Design device_router_flat, sky130hd; sources not shown.
==> run_1/layers.png <==
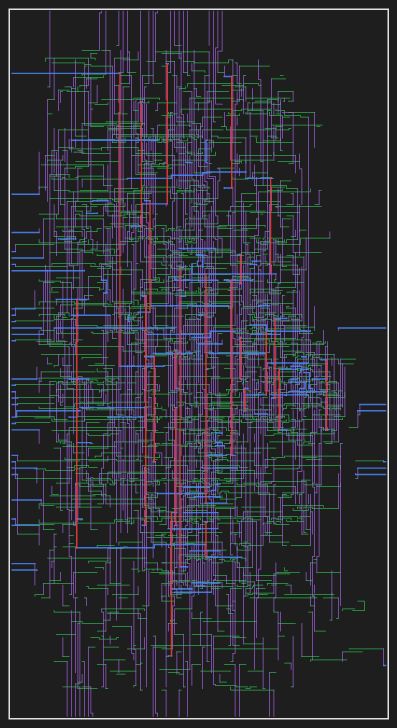
layer	colour	wire length
M4	red	610 um
M3	blue	691 um
M1	green	4,890 um
M2	purple	7,550 um
routed len/inst: 17.1 um
via count: 4,481
DRT Wirelength: 13,700 um
GRT Util Overall: 25.3%

==> run_1/class_map.png <==
The bar under the picture is 20 um long. Fill, decap, tap and diode cells in grey.
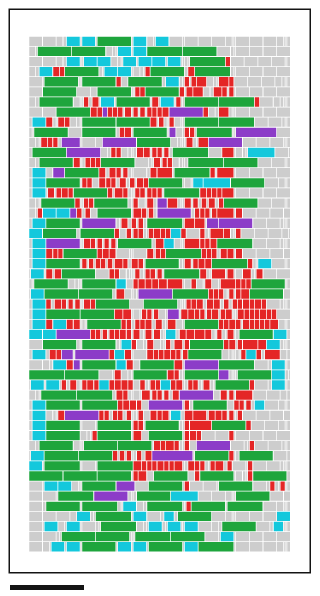
class	colour	cells
clock drivers and dummy loads	purple	31
remaining buffers and delay cells	cyan	89
remaining logic cells	red	418
registers	green	135
flop share of the area: 49.0%
final instance area: 6970 sq um
final core occ: 71.4%

==> run_1/placed.png <==
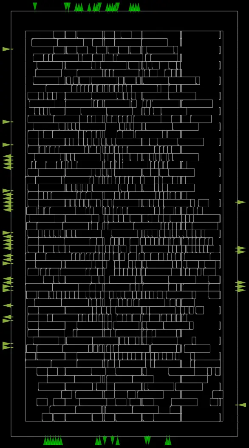
count of non-filler cells in the finished layout: 805
n_taps: 132
Cell Rows: 51
CORE AREA: 9760 sq um
fillers: 671

==> job_summary.md, run 1 <==
### Yosys + OpenROAD results

| Metric | Value |
|---|---|
| Reg area | 3420 sq um |
| Simple share | 22.1% |
| Logic share of the area | 25.2% |
| Area growth, synth to finish | 27.0% |
| Antenna-violating nets left | 0 |
| Status | finished clean |
| Chip area line of the yosys report | 5490 sq um |
| # clock sinks | 135 |
| Worst slew pin tran | 572 ps |
| Max Used Layer | met4 |
| Final worst slack | 104 ps |
| Post-cts repair resize count | 1 |
| Met2 routed WL | 7550 um |
| Post-Place Cell Area | 6360 sq um |
| Warning count from the yosys run | 0 |
| Seq power | 2.77 mW |
| Worst-path clk slew | 60 ps |
| Vias in the first global route | 4,749 |
| Post-synthesis cell area | 5490 sq um |
| Min-delay worst type | flip-flop to flip-flop |
| First-pass GRT wire length | 23,200 um |
| Met2 usage | 43.5% |
| Sw frac | 22.7% |
| Comb pwr | 0.356 mW |
==> run 1 -> run 2 <==
GPL_ROUTABILITY_DRIVEN = unset   (was 0)
PLACE_DENSITY = 0.91   (was 0.8)
==> run 2 against run 1 <==
The flow now finishes with violations (DRC). Sequential cell count unchanged. Worst setup slack got worse by 26 ps. Die area unchanged. Synthesized cell count unchanged. Global-route usage increased by 1.1 points. Area after synthesis unchanged. Core utilization increased by 0.47 points. First-iteration DRC count decreased by 4.1%. Clock power increased by 7%.
==> job_summary.md, run 2 <==
### Yosys + OpenROAD results

| Metric | Value |
|---|---|
| Worst-path clk slew | 60 ps (about the same) |
| Count of non-filler cells in the finished layout | 807 (was 805) |
| Logic share of the area | 25.1% (was 25.2%) |
| Area growth, synth to finish | 27.9% (was 27.0%) |
| Flop share of the area | 48.7% (was 49.0%) |
| Chip area line of the yosys report | 5490 sq um (unchanged) |
| DRT iter0 DRCs | 398 (was 415) |
| Comb pwr | 0.343 mW (was 0.356 mW) |
| CORE AREA | 9760 sq um (unchanged) |
| First-pass GRT wire length | 24,000 um (was 23,200 um) |
| M1 GR Usage | 28.2% (was 29.2%) |
| Warning count from the yosys run | 0 (unchanged) |
| Sw frac | 23.3% (was 22.7%) |
| Worst path arrival time | 1500 ps (was 2250 ps) |
| Post-Place Cell Area | 6370 sq um (was 6360 sq um) |
| Cell Rows | 51 (unchanged) |
| Fillers | 636 (was 671) |
| Status | complete, but fails checks (was finished clean) |
| Final instance area | 7010 sq um (was 6970 sq um) |
| Final core occ | 71.8% (was 71.4%) |
| Max Used Layer | met4 (unchanged) |
| Remaining DRCs | 3 (was 0) |
| Met2 usage | 45.3% (was 43.5%) |
| Simple share | 22.1% (unchanged) |
| Failing checks | DRC |
| Dominant logic cell type in the layout | nand2_1 (unchanged) |
| Antenna-violating nets left | 0 (unchanged) |
| # clock sinks | 135 (unchanged) |
| Share of post-route cells with drive strength above 1 | 15.0% (was 14.6%) |
| Met2 routed WL | 8160 um (was 7550 um) |
| Reg area | 3420 sq um (unchanged) |
| Seq power | 2.77 mW (about the same) |
| Synth area leader | dfrtp_1 (unchanged) |
| Vias in the first global route | 4,713 (was 4,749) |
| Min-delay worst type | flip-flop to flip-flop (unchanged) |
| Post-DP HPWL | 10,100 um (was 9800 um) |
| Stages on worst setup path | 1 (was 10) |
| Post-synthesis cell area | 5490 sq um (unchanged) |
| Post-cts repair resize count | 2 (was 1) |
| Buf/Inv on CP | 1 (was 0) |
==> run_2/layers.png <==
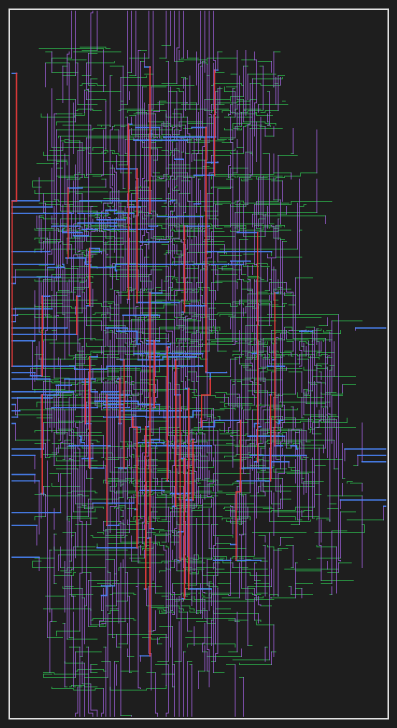
GRT Util Overall: 26.4%
via count: 4,570
routed len/inst: 18.6 um
DRT Wirelength: 15,000 um

Power figures rest on the tool's default switching activity, not on a simulated workload.
